<file path="src/rtl/smem_ext_port.sv">
// External SRAM test-port responder: arbitrates the single-port macro between the
// pad-side test interface (synchronised ext strobe) and the internal compute engine.
module smem_ext_port #(
    parameter int ADDR_W = 12,
    parameter int DATA_W = 16
) (
    input  logic              i_clk,
    input  logic              i_reset,
    input  logic              i_smem_ext,
    input  logic              i_smem_cen,
    input  logic              i_smem_wen,
    input  logic [ADDR_W-1:0] i_smem_addr,
    input  logic [DATA_W-1:0] i_smem_wdata,
    output logic [DATA_W-1:0] o_smem_rdata,
    input  logic              i_core_req,
    input  logic              i_core_wen,
    input  logic [ADDR_W-1:0] i_core_addr,
    input  logic [DATA_W-1:0] i_core_wdata,
    output logic              o_core_gnt,
    output logic              o_core_rvalid,
    output logic [DATA_W-1:0] o_core_rdata,
    output logic              o_ext_mode,
    output logic              o_mem_cen,
    output logic              o_mem_wen,
    output logic [ADDR_W-1:0] o_mem_a,
    output logic [DATA_W-1:0] o_mem_d,
    input  logic [DATA_W-1:0] i_mem_q
);

    typedef enum logic [1:0] {
        ST_CORE    = 2'd0,
        ST_DRAIN   = 2'd1,
        ST_EXT     = 2'd2,
        ST_RELEASE = 2'd3
    } state_e;

    state_e            state_q, state_d;
    logic              pcen_q, pwen_q;
    logic [ADDR_W-1:0] paddr_q;
    logic [DATA_W-1:0] pwdata_q;
    logic              ext_meta_q, ext_s_q;
    logic              ext_pend_q, ext_pend_d;
    logic              core_pend_q, core_pend_d;
    logic [DATA_W-1:0] smem_rdata_q;
    logic              gnt;

    // Control state; pad strobes park inactive so reset never leaves a stray access.
    always_ff @(posedge i_clk or posedge i_reset) begin
        if (i_reset) begin
            pcen_q       <= 1'b1;
            pwen_q       <= 1'b1;
            ext_meta_q   <= 1'b0;
            ext_s_q      <= 1'b0;
            state_q      <= ST_CORE;
            ext_pend_q   <= 1'b0;
            core_pend_q  <= 1'b0;
            smem_rdata_q <= '0;
        end else begin
            pcen_q      <= i_smem_cen;
            pwen_q      <= i_smem_wen;
            ext_meta_q  <= i_smem_ext;
            ext_s_q     <= ext_meta_q;
            state_q     <= state_d;
            ext_pend_q  <= ext_pend_d;
            core_pend_q <= core_pend_d;
            if (ext_pend_q) begin
                smem_rdata_q <= i_mem_q;
            end
        end
    end

    always_ff @(posedge i_clk) begin
        paddr_q  <= i_smem_addr;
        pwdata_q <= i_smem_wdata;
    end

    always_comb begin
        state_d   = state_q;
        gnt       = 1'b0;
        o_mem_cen = 1'b1;
        o_mem_wen = 1'b1;
        o_mem_a   = '0;
        o_mem_d   = '0;
        case (state_q)
            ST_CORE: begin
                if (ext_s_q) begin
                    state_d = ST_DRAIN;
                end
                gnt = i_core_req & ~ext_s_q;
                if (gnt) begin
                    o_mem_cen = 1'b0;
                    o_mem_wen = i_core_wen;
                    o_mem_a   = i_core_addr;
                    o_mem_d   = i_core_wdata;
                end
            end
            ST_DRAIN: state_d = ST_EXT;
            ST_EXT: begin
                if (!ext_s_q) begin
                    state_d = ST_RELEASE;
                end
                if (!pcen_q) begin
                    o_mem_cen = 1'b0;
                    o_mem_wen = pwen_q;
                    o_mem_a   = paddr_q;
                    o_mem_d   = pwdata_q;
                end
            end
            ST_RELEASE: state_d = ST_CORE;
            default:    state_d = ST_CORE;
        endcase
        // Macro pins go idle the instant reset asserts, not at the next edge.
        if (i_reset) begin
            gnt       = 1'b0;
            o_mem_cen = 1'b1;
            o_mem_wen = 1'b1;
            o_mem_a   = '0;
            o_mem_d   = '0;
        end
    end

    assign ext_pend_d    = (state_q == ST_EXT) & ~pcen_q & pwen_q;
    assign core_pend_d   = gnt & i_core_wen;

    assign o_core_gnt    = gnt;
    assign o_core_rvalid = core_pend_q;
    assign o_core_rdata  = core_pend_q ? i_mem_q : '0;
    assign o_ext_mode    = (state_q == ST_EXT);
    assign o_smem_rdata  = smem_rdata_q;

endmodule

</file>
<file path="config.mk">
export PLATFORM = sky130hd
export DESIGN_NAME = smem_ext_port
export DESIGN_NICKNAME = d
export VERILOG_FILES = /design/src/rtl/smem_ext_port.sv
export SDC_FILE = /design/constraint.sdc
export NUM_CORES = 1
export LEC_CHECK = 0
export ABC_AREA = 0
export CORE_ASPECT_RATIO = 0.7
export CORE_MARGIN = 2
export CORE_UTILIZATION = 37
export DETAILED_ROUTE_END_ITERATION = 6
export GPL_TIMING_DRIVEN = 1
export PLACE_DENSITY = 0.93
export SLEW_MARGIN = 10
export SYNTH_ARGS = -nofsm -noshare
export SYNTH_HDL_FRONTEND = slang
export SYNTH_SLANG_ARGS = --single-unit
</file>
<file path="constraint.sdc">
create_clock -name i_clk -period 2.3 [get_ports i_clk]
set_clock_uncertainty 0.2 [all_clocks]
set_input_delay 0.46 -clock i_clk [delete_from_list [all_inputs] [get_ports i_clk]]
set_output_delay 0.46 -clock i_clk [all_outputs]
set_load 0.01 [all_outputs]
</file>
Run 1, where the registers sit:
Drawn at 4 px/um. Other sequential cells in the stronger grey, the rest of the logic in the fainter grey.
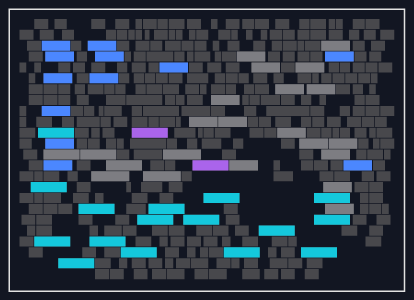
legend:
  blue:
    netlist_name: `paddr_q`
    sequential_cells: 12
  purple:
    netlist_name: `state_q`
    sequential_cells: 2
  cyan:
    netlist_name: `o_smem_rdata`
    sequential_cells: 16
not coloured: 22
Seq area share: 27.1%
Reg area: 1160 um2
end-of-flow core utilization: 70.1%
seq pwr: 1220 uW

Run 1, gate families picked out:
Drawn at 4 px/um.
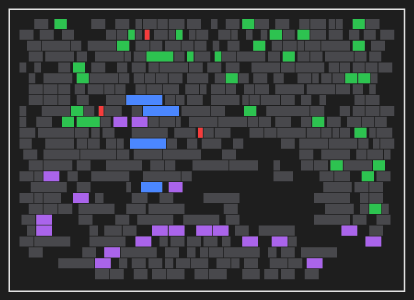
legend:
  blue:
    family: adder and majority cells
    cells: 4
  red:
    family: inverters
    cells: 3
  purple:
    family: multiplexers
    cells: 19
  green:
    family: inverting AOI/OAI gates
    cells: 29

==> flow_summary.ini, run 1 <==
; flow metrics
[final_timing]
final-setup-viol-count = 29
fmax_ghz = 0.409
setup_slack_ns = -0.145
rsz0062_at_grt = true

[setup_path]
critPathKind = reg -> out
cp.required_ns = 1.64
cp_cell_sequence = buf_6 -> ha_4 -> o21bai_4 -> buf_12 -> buf_6 -> buf_6 -> a21oi_2 -> buf_2
worstPathMaxFanout = 7
crit_family = buffers and inverters
worstReg2RegStart = state_q[1]
r2r_cells = 5

[synth]
synth_seq_share_pct = 50.4
ys_ff = 52
xor_share_pct = 0
aoi_share_pct = 7.53
yosys-stat-area_um2 = 2310
synthCells = 209
yosys_warnings = 0
logic_family = simple AND/OR/NAND/NOR gates
syn-num-nets = 292
syn_avg_cell_area_um2 = 11.1

[cells_and_area]
antenna_cells = 0
final_cell_count_no_fill = 460
synthToLayoutAreaGrowth_pct = 85.8
nNetsFinal = 464
drive_above_1_share_pct = 35.1

[status]
status = finished, violations left
violations = setup timing

[route]
totalWireLength_um = 8220
drt_iter0_markers = 97
wire_per_inst_um = 17.9
wl_met1_um = 3440
dr.pass1.iters = 4
viasPerCell = 5.12
vias = 2355
dr_wl_met3_um = 561
drcViolationCount = 0

[global_routing]
grt_pass1_vias = 2540
grtUsageTotal_pct = 23.2
grt_max_degree = 25

[worst_hold_path]
hp-class = reg -> reg

[clock_network]
cts_tree = yes
htreeDepth = 2

[flow_run]
tool_warnings = 31

[floorplanning]
die_h_um = 70.1
io_pins = 144
initCoreUtil_pct = 37.7

[pwr]
p_per_area_nw_per_um2 = 919
Run 1, zoomed window:
Window x 29 to 69, y 29 to 69 um. Cells in grey, sequential cells in the stronger grey; small squares are vias.
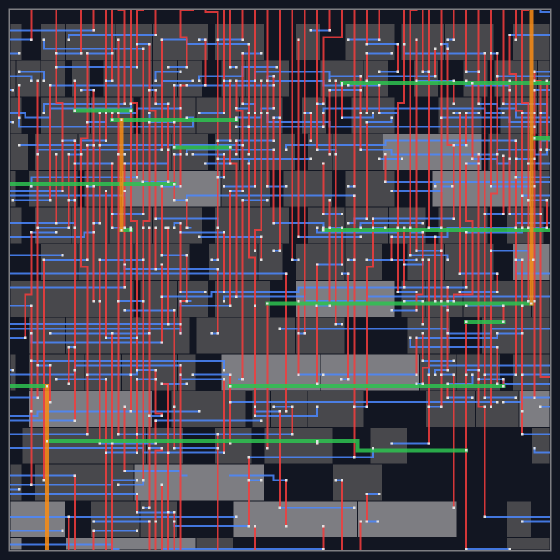
legend:
  orange:
    layer: met4
  blue:
    layer: met1
  red:
    layer: met2
  green:
    layer: met3
sequential cells in the window: 10
most frequent: clkdlybuf4s50_1 (20), buf_4 (14), buf_2 (12)
cells with their middle in the window: 110
netlist names of flops here include: `pwdata_q` (6), `state_q` (2)

-- run 1: metrics by stage --
step / power [uW] / cell area (um2) / TNS [ns] / utilization [%]
after CTS: 3910 / 4230 / -2.63 / 69.1
after detailed placement: 2850 / 3940 / -12.07 / 64.2
after global routing: 4160 / 4290 / -4.03 / 70.1
final: 3940 / 4290 / -2.21 / 70.1
after global placement: 2780 / 3940 / -11.34 / 64.2
after floorplan: 1930 / 2310 / 0 / -
-- run 1: routing by layer --
layer | global-route usage [%] | vias to the layer above
met5 | 0 | -
met4 | 5.48 | 0
met3 | 4.70 | 7
met2 | 40.3 | 105
met1 | 30.0 | 1148
li1 | - | 1095
-- run 1: cell families (layout without fill, tap and decap cells) --
| family | count (synthesis) | after routing |
|---|---|---|
| compound gates | 32 | 32 |
| fa+ha+maj | 4 | 4 |
| buf+inv | 24 | 197 |
| flops | 52 | 52 |
| mux | 19 | 19 |
| simple gates | 78 | 78 |
-- run 1: cell usage after synthesis (all sizes together) --
master / instances / area [um2]
a21oi: 28 / 140
dfxtp: 28 / 561
nand3b: 28 / 210
nand4b: 28 / 245
dfrtp: 22 / 551
and2: 17 / 106
mux2: 17 / 191
clkbuf: 11 / 48.8
buf: 10 / 50.1
ha: 4 / 50.1
inv: 3 / 11.3
dfstp: 2 / 52.6
mux2i: 2 / 20.0
a211o: 1 / 8.76
a221o: 1 / 10.0
and3b: 1 / 8.76
and4bb: 1 / 12.5
nand2b: 1 / 6.26
nor2: 1 / 3.75
o21a: 1 / 7.51
o21bai: 1 / 7.51
or3b: 1 / 8.76
-- run 1: worst reg2reg max path, delay by kind of cell (launching register included) --
family / cells / cell delay, ns
flops: 1 / 0.44
mux: 2 / 0.66
fa+ha+maj: 1 / 0.17
buf+inv: 2 / 0.31
-- run 1: cells in the final DEF (no fill, tap or decap), types with 3 or more instances in the layout --
master,netlist,layout
buf_6,0,19
a21oi_2,0,23
nand4b_1,28,28
dfxtp_1,28,28
clkbuf_8,0,5
buf_2,10,28
mux2_2,17,17
dfrtp_1,22,21
clkdlybuf4s50_1,0,102
dlymetal6s2s_1,0,7
and2_1,17,17
buf_4,0,22
a21oi_1,28,4
ha_4,0,3
nand3b_1,28,28
-- run 1: repair_timing --
action,4_1_cts,5_1_grt
endpoints found under the setup margin,48,34
resized,147,52
cloned,2,0
setup buffers,17,5
pin swaps,3,7
hold buffers,0,0
-- run 1: worst min-delay path by stage --
stage / startpoint / to / slack (ns) / cells after the start
finish: ext_meta_q / ext_s_q / 0.16 / 0
global route: ext_meta_q / ext_s_q / 0.17 / 0
CTS: ext_meta_q / ext_s_q / 0.16 / 0
detailed placement: ext_meta_q / ext_s_q / 0.13 / 0
global placement: ext_meta_q / ext_s_q / 0.14 / 0
floorplan: ext_meta_q / ext_s_q / 0.13 / 0
-- run 1: cell type report --
cell class	count	area [um2]
fillers	448	1830
repair buffers	186	1730
multi-input cells	133	1190
flip-flops and latches	52	1160
well taps	78	97.6
clock buffers	6	72.6
clock inverters	2	35.0
inverters	3	11.3
-- run 1: power by group --
part	switching [uW]	total, uW	internal [uW]
logic	908	2100	1190
clock network	300	624	323
registers	116	1220	1100
total	1320	3940	2620
Run 1, congestion heat map:
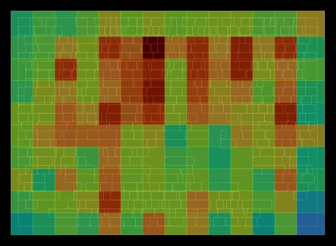

==> inputs of run 2 (changes only) <==
==> constraint.sdc (replaced) <==
create_clock -name i_clk -period 2.3 [get_ports i_clk]
set_clock_uncertainty 0.2 [all_clocks]
set_input_delay 0.345 -clock i_clk [delete_from_list [all_inputs] [get_ports i_clk]]
set_output_delay 0.345 -clock i_clk [all_outputs]
set_load 0.01 [all_outputs]
Run 2, congestion heat map:
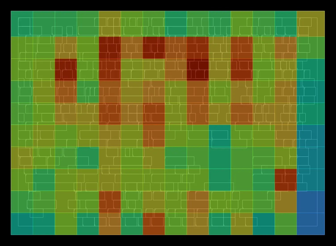
detailed-route wire length per cell: 16.6 um
end-of-flow core utilization: 67.1%

==> flow_summary.ini, run 2 <==
; flow metrics
[status]
status = complete, no violations

[synth]
synth-async-reset-ratio_pct = 46.2
top_cell_area_share_pct = 24.3
yosys_warnings = 0
synth_seq_share_pct = 50.4
top_area_cell = dfxtp_1
syn_avg_cell_area_um2 = 11.1
netlist_area_um2 = 2310
edf_count = 0
synth.area.top_cells = dfxtp_1 (24%), dfrtp_1 (24%), nand4b_1 (11%), nand3b_1 (9.1%), mux2_2 (8.3%)
top_cells_by_count = a21oi_1 (28), dfxtp_1 (28), nand3b_1 (28), nand4b_1 (28), dfrtp_1 (22)
ys_ff = 52
synthFlopType = dfxtp_1
yosys-stat-area_um2 = 2310
ys_types = 23
syn-num-nets = 292
synthCells = 209

[final_timing]
worst_pin_slew_ns = 0.667
fmax_ghz = 0.443
final-setup-viol-count = 0
drv_slew = 0
period_needed_ns = 2.26
rsz0062_at_grt = true
slew_headroom_pct = 55.6
fin_crit_sh_pct = 98.1

[worst_hold_path]
hp-start = ext_meta_q
hp-class = reg -> reg
min_path_cells = 0
hold_end = ext_s_q

[global_routing]
grtUsageTotal_pct = 20.6
grt_max_degree = 25
grt.overflow.total = 0
grt_pass1_vias = 2251
grt_pass1_wl_um = 11400

[pwr]
switchingPower_uw = 1230
p_clk_share_pct = 16.1
p_per_area_nw_per_um2 = 920
ir_drop_v = 0.000481
combPwrFrac_pct = 51.6
p_sw_share_pct = 32.6
intPower_uw = 2550
pwr-share-seq_pct = 32.4

[clock_network]
numCtsBuffers = 5
clockRootBuffer = clkbuf_8
holdBufCountCts = 0
worstSkewPairLatency_ns = 0.30
clk_transition_reported_paths_ns = 0.09
htreeDepth = 2
clk_path_buf_depth = 2
cts_tree = yes

[route]
vias = 2322
totalWireLength_um = 7410
drcViolationCount = 0
drt_iter0_markers = 75
dr.pass1.iters = 6
viasPerCell = 5.21

[placement]
hpwlAfterDp_um = 5230
dp_cells = 428

[floorplanning]
initCoreUtil_pct = 37.7
die_h_um = 70.1
core_um2 = 6130
io_pins = 144
die_w_um = 98.5
std_cell_rows = 24
die_area_um2 = 6900

[setup_path]
timing.rr.end = state_q[1]
worstPathArrival_ns = 1.71
critPathKind = reg -> out
end_kind = output pin
worstReg2RegStart = state_q[1]
cp.required_ns = 1.75
worstPathMaxFanout = 3
start_kind = register
r2r_cells = 5

[cells_and_area]
final_cell_mix = clkdlybuf4s50_1 (112), nand3b_1 (28), nand4b_1 (28), dfxtp_1 (28), buf_2 (24)
fillCellCount = 473
comb_area_um2 = 1120
antenna_cells = 0
lay_top_count = clkdlybuf4s50_1
drive_above_1_share_pct = 27.7
synthToLayoutAreaGrowth_pct = 77.9
nNetsFinal = 450
flop_area_um2 = 1160
final_cell_count_no_fill = 446

[flow_run]
tool_warnings = 31
cap_violations = 0
Run 2, zoomed window:
Window x 29 to 69, y 29 to 69 um. Cells in grey, sequential cells in the stronger grey; small squares are vias.
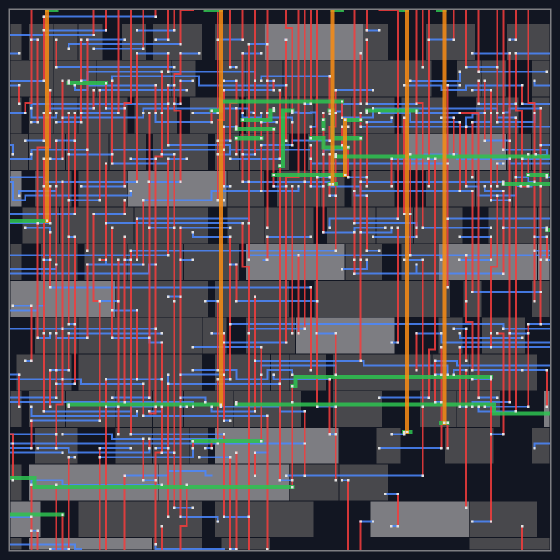
legend:
  orange:
    layer: met4
  green:
    layer: met3
  blue:
    layer: met1
  red:
    layer: met2
sequential cells in the window: 11
netlist names of flops here include: `pwdata_q` (6), `state_q` (2)
cells with their middle in the window: 113
most frequent: clkdlybuf4s50_1 (20), buf_2 (12), buf_4 (12)

run 2: power by group through the flow:
stage          registers (uW)  logic (uW)  clock network, uW
2_1_floorplan            1270         660                  0
4_1_cts                  1230        1790                625
6_report                 1220        1950                608
3_3_place_gp             1220        1540                  0
3_5_place_dp             1240        1590                  0
5_1_grt                  1250        2060                663
run 2: final cells by class:
cell class | instances | area share (%)
Clock buffer | 5 | 1.67
Tap cell | 78 | 2.37
Inverter | 3 | 0.274
Clock inverter | 3 | 0.913
Sequential cell | 52 | 28.3
Timing Repair Buffer | 172 | 39.2
Multi-Input combinational cell | 133 | 27.2
run 2: what timing repair did:
action / in CTS / in global routing
gates cloned: 1 / 1
endpoints found under the hold margin: 0 / 0
setup endpoints to repair: 31 / 47
resized: 129 / 21
buffers inserted: 7 / 4
pin swaps: 6 / 9
run 2: worst max-delay path by stage:
| stage | startpoint | endpoint | slack, ns |
|---|---|---|---|
| after detailed placement | i_reset | o_mem_a[10] | -0.24 |
| after global placement | i_core_req | o_mem_wen | -0.21 |
| after CTS | state_q[1] | o_mem_d[7] | -0.03 |
| final | state_q[1] | o_mem_wen | 0.04 |
| after global routing | state_q[1] | o_mem_d[12] | -0.03 |
| after floorplan | state_q[0] | o_mem_a[0] | 0.41 |
run 2: worst max-delay path, stage by stage, from the launching register on:
cell	delay (ns)
dfrtp_1	0.45
buf_4	0.16
buf_4	0.13
ha_4	0.16
o21a_1	0.10
a211o_1	0.27
buf_2	0.14
run 2: routing by layer:
metal  wire length (um)  vias up  GRT usage, %
li1                   -     1066             -
met1               3090     1112          26.9
met2               3520      126          34.2
met3                622       18          5.71
met4                172        0          4.57
met5                  0        -             0
run 2: cell families after synthesis:
group,synth area share (%)
mux,9.15
fa+ha+maj,2.17
flops,50.4
buf+inv,4.76
compound gates,7.53
simple gates,26.0
run 2: metrics by stage:
stage / worst slack [ns] / instance area, um2 / hold WS (ns) / power (uW) / TNS, ns
2_1_floorplan: 0.411 / 2310 / 0.131 / 1930 / 0
3_3_place_gp: -0.207 / 3910 / 0.137 / 2760 / -4.18
3_5_place_dp: -0.237 / 3910 / 0.137 / 2830 / -5.46
4_1_cts: -0.0273 / 4060 / 0.160 / 3640 / -0.0790
5_1_grt: -0.0349 / 4110 / 0.173 / 3970 / -0.133
6_report: 0.0431 / 4110 / 0.153 / 3780 / 0
Run 2, where the registers sit:
Drawn at 4 px/um. Other sequential cells in the stronger grey, the rest of the logic in the fainter grey.
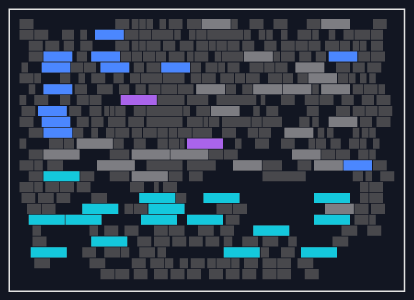

==> inputs of run 3 (changes only) <==
--- a/config.mk
+++ b/config.mk
@@ -6,9 +6,11 @@
 export NUM_CORES = 1
 export LEC_CHECK = 0
 export ABC_AREA = 0
+export CELL_PAD_IN_SITES_DETAIL_PLACEMENT = 1
+export CELL_PAD_IN_SITES_GLOBAL_PLACEMENT = 2
 export CORE_ASPECT_RATIO = 0.7
 export CORE_MARGIN = 2
-export CORE_UTILIZATION = 37
+export CORE_UTILIZATION = 21
 export DETAILED_ROUTE_END_ITERATION = 6
 export GPL_TIMING_DRIVEN = 1
 export PLACE_DENSITY = 0.93
Run 3, where the registers sit:
Drawn at 4 px/um. Other sequential cells in the stronger grey, the rest of the logic in the fainter grey.
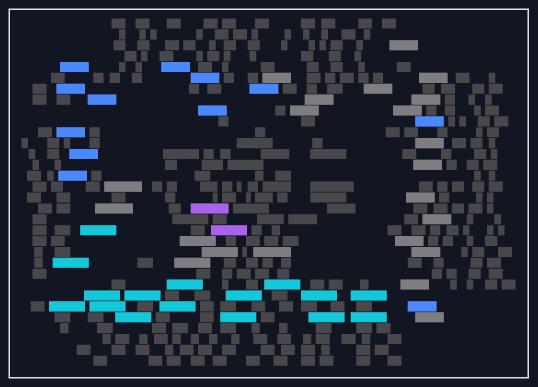
legend:
  blue:
    netlist_name: `paddr_q`
    sequential_cells: 12
  purple:
    netlist_name: `state_q`
    sequential_cells: 2
  cyan:
    netlist_name: `o_smem_rdata`
    sequential_cells: 16
not coloured: 22
Seq area share: 28.2%
Reg area: 1170 um2
end-of-flow core utilization: 38.1%

Run 3, zoomed window:
Window x 45 to 85, y 44 to 84 um. Cells in grey, sequential cells in the stronger grey; small squares are vias.
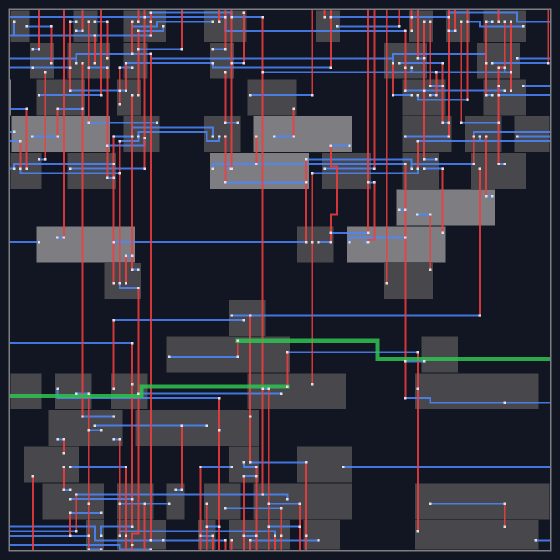
legend:
  blue:
    layer: met1
  green:
    layer: met3
  red:
    layer: met2
netlist names of flops here include: `paddr_q` (3), `pwdata_q` (3)
most frequent: nand4b_1 (8), nand3b_1 (7), clkdlybuf4s50_1 (7)
cells with their middle in the window: 61
sequential cells in the window: 6

==> flow_summary.ini, run 3 <==
; flow metrics
[synth]
syn_avg_cell_area_um2 = 11.1
ys_types = 23
synthFlopType = dfxtp_1
synthCells = 209
netlist_area_um2 = 2310
top_cells_by_count = a21oi_1 (28), dfxtp_1 (28), nand3b_1 (28), nand4b_1 (28), dfrtp_1 (22)
syn-num-nets = 292
yosys_warnings = 0
synth.area.top_cells = dfxtp_1 (24%), dfrtp_1 (24%), nand4b_1 (11%), nand3b_1 (9.1%), mux2_2 (8.3%)
synth-async-reset-ratio_pct = 46.2
synth_seq_share_pct = 50.4

[cells_and_area]
fillCellCount = 1238
final_cell_mix = clkdlybuf4s50_1 (112), nand3b_1 (28), nand4b_1 (28), dfxtp_1 (28), a21oi_1 (25)

[clock_network]
clockRootBuffer = clkbuf_16
numCtsBuffers = 5
clk_path_buf_depth = 2
cts_tree = yes

[floorplanning]
std_cell_rows = 32
core_um2 = 10900
io_pins = 144

[worst_hold_path]
hp-start = ext_meta_q
min_path_cells = 0

[flow_run]
cap_violations = 0

[status]
status = complete, no violations

[global_routing]
grt_pass1_vias = 2312
grt.overflow.total = 0

[final_timing]
period_needed_ns = 2.23
drv_slew = 0
setup_tns_ns = 0
slew_headroom_pct = 56.1

[setup_path]
critPathKind = reg -> out
start_kind = register
r2r_cells = 4
critPathMaxStageDelay_ns = 0.58
worstPathArrival_ns = 1.69

[pwr]
finalPower_uw = 3750
p_per_area_nw_per_um2 = 908

[route]
dr.pass1.iters = 4
wire_per_inst_um = 15.5
==> run 3: cell type report <==
class	instances	area [um2]	share of cell area (%)
timing repair buffer	164	1510	36.5
inverter	3	11.3	0.272
clock inverter	3	46.3	1.12
multi-input combinational	133	1090	26.3
clock buffer	5	125	3.03
tap	153	191	4.63
sequential	52	1170	28.2
==> run 3: how the worst max path moves through the flow <==
stage	slack, ns	to	cells past startpoint	start
after floorplan	0.41	o_mem_a[0]	6	state_q[0]
after global placement	-0.19	o_mem_d[8]	5	i_reset
after detailed placement	-0.22	o_mem_d[13]	5	i_reset
after CTS	0.006	o_mem_wen	5	state_q[1]
after global routing	0.004	o_mem_a[4]	7	state_q[1]
final	0.07	o_ext_mode	4	state_q[0]
==> run 3: where the power goes <==
| group | total (uW) | internal [uW] | switching [uW] |
|---|---|---|---|
| clock | 851 | 517 | 333 |
| sequential | 1220 | 1110 | 119 |
| combinational | 1680 | 938 | 740 |
==> run 3: repair_timing <==
item                       4_1_cts  5_1_grt
gates resized                   93       29
setup endpoints to repair       31       30
cloned                           0        0
setup buffers                    3        0
pin swaps                        3        3
==> run 3: worst max-delay path, delay by kind of cell, from the launching register on <==
family                   cells  cell delay [ns]
buffers and inverters        3             0.82
flip-flops                   1             0.38
adder cells (fa/ha/maj)      1             0.20
==> run 3: per-stage QoR <==
stage | instance area, um2 | worst slack [ns] | hold slack, ns | cells | utilization, %
after detailed placement | 4030 | -0.225 | 0.137 | 503 | 37.2
after global routing | 4140 | 0.00361 | 0.163 | 513 | 38.1
after floorplan | 2310 | 0.411 | 0.131 | 209 | -
final | 4140 | 0.0660 | 0.150 | 513 | 38.1
after CTS | 4180 | 0.00578 | 0.154 | 514 | 38.5
after global placement | 4030 | -0.191 | 0.136 | 503 | 37.2
==> run 3: per-layer routing <==
layer  vias to the layer above  global-route usage (%)  share of wire [%]
li1                       1052                       -                  -
met1                      1062                    18.3                 47
met2                        65                    21.9                 47
met3                         4                    2.92                5.4
met4                         0                    2.45               0.58
met5                         -                       0                  0
==> run 3: logic make-up after synthesis <==
logic type	count (synthesis)	synth area share, %
compound gates	32	7.53
fa+ha+maj	4	2.17
mux	19	9.15
buf+inv	24	4.76
simple gates	78	26.0
flops	52	50.4
Power is estimated from default activity; no workload was simulated.
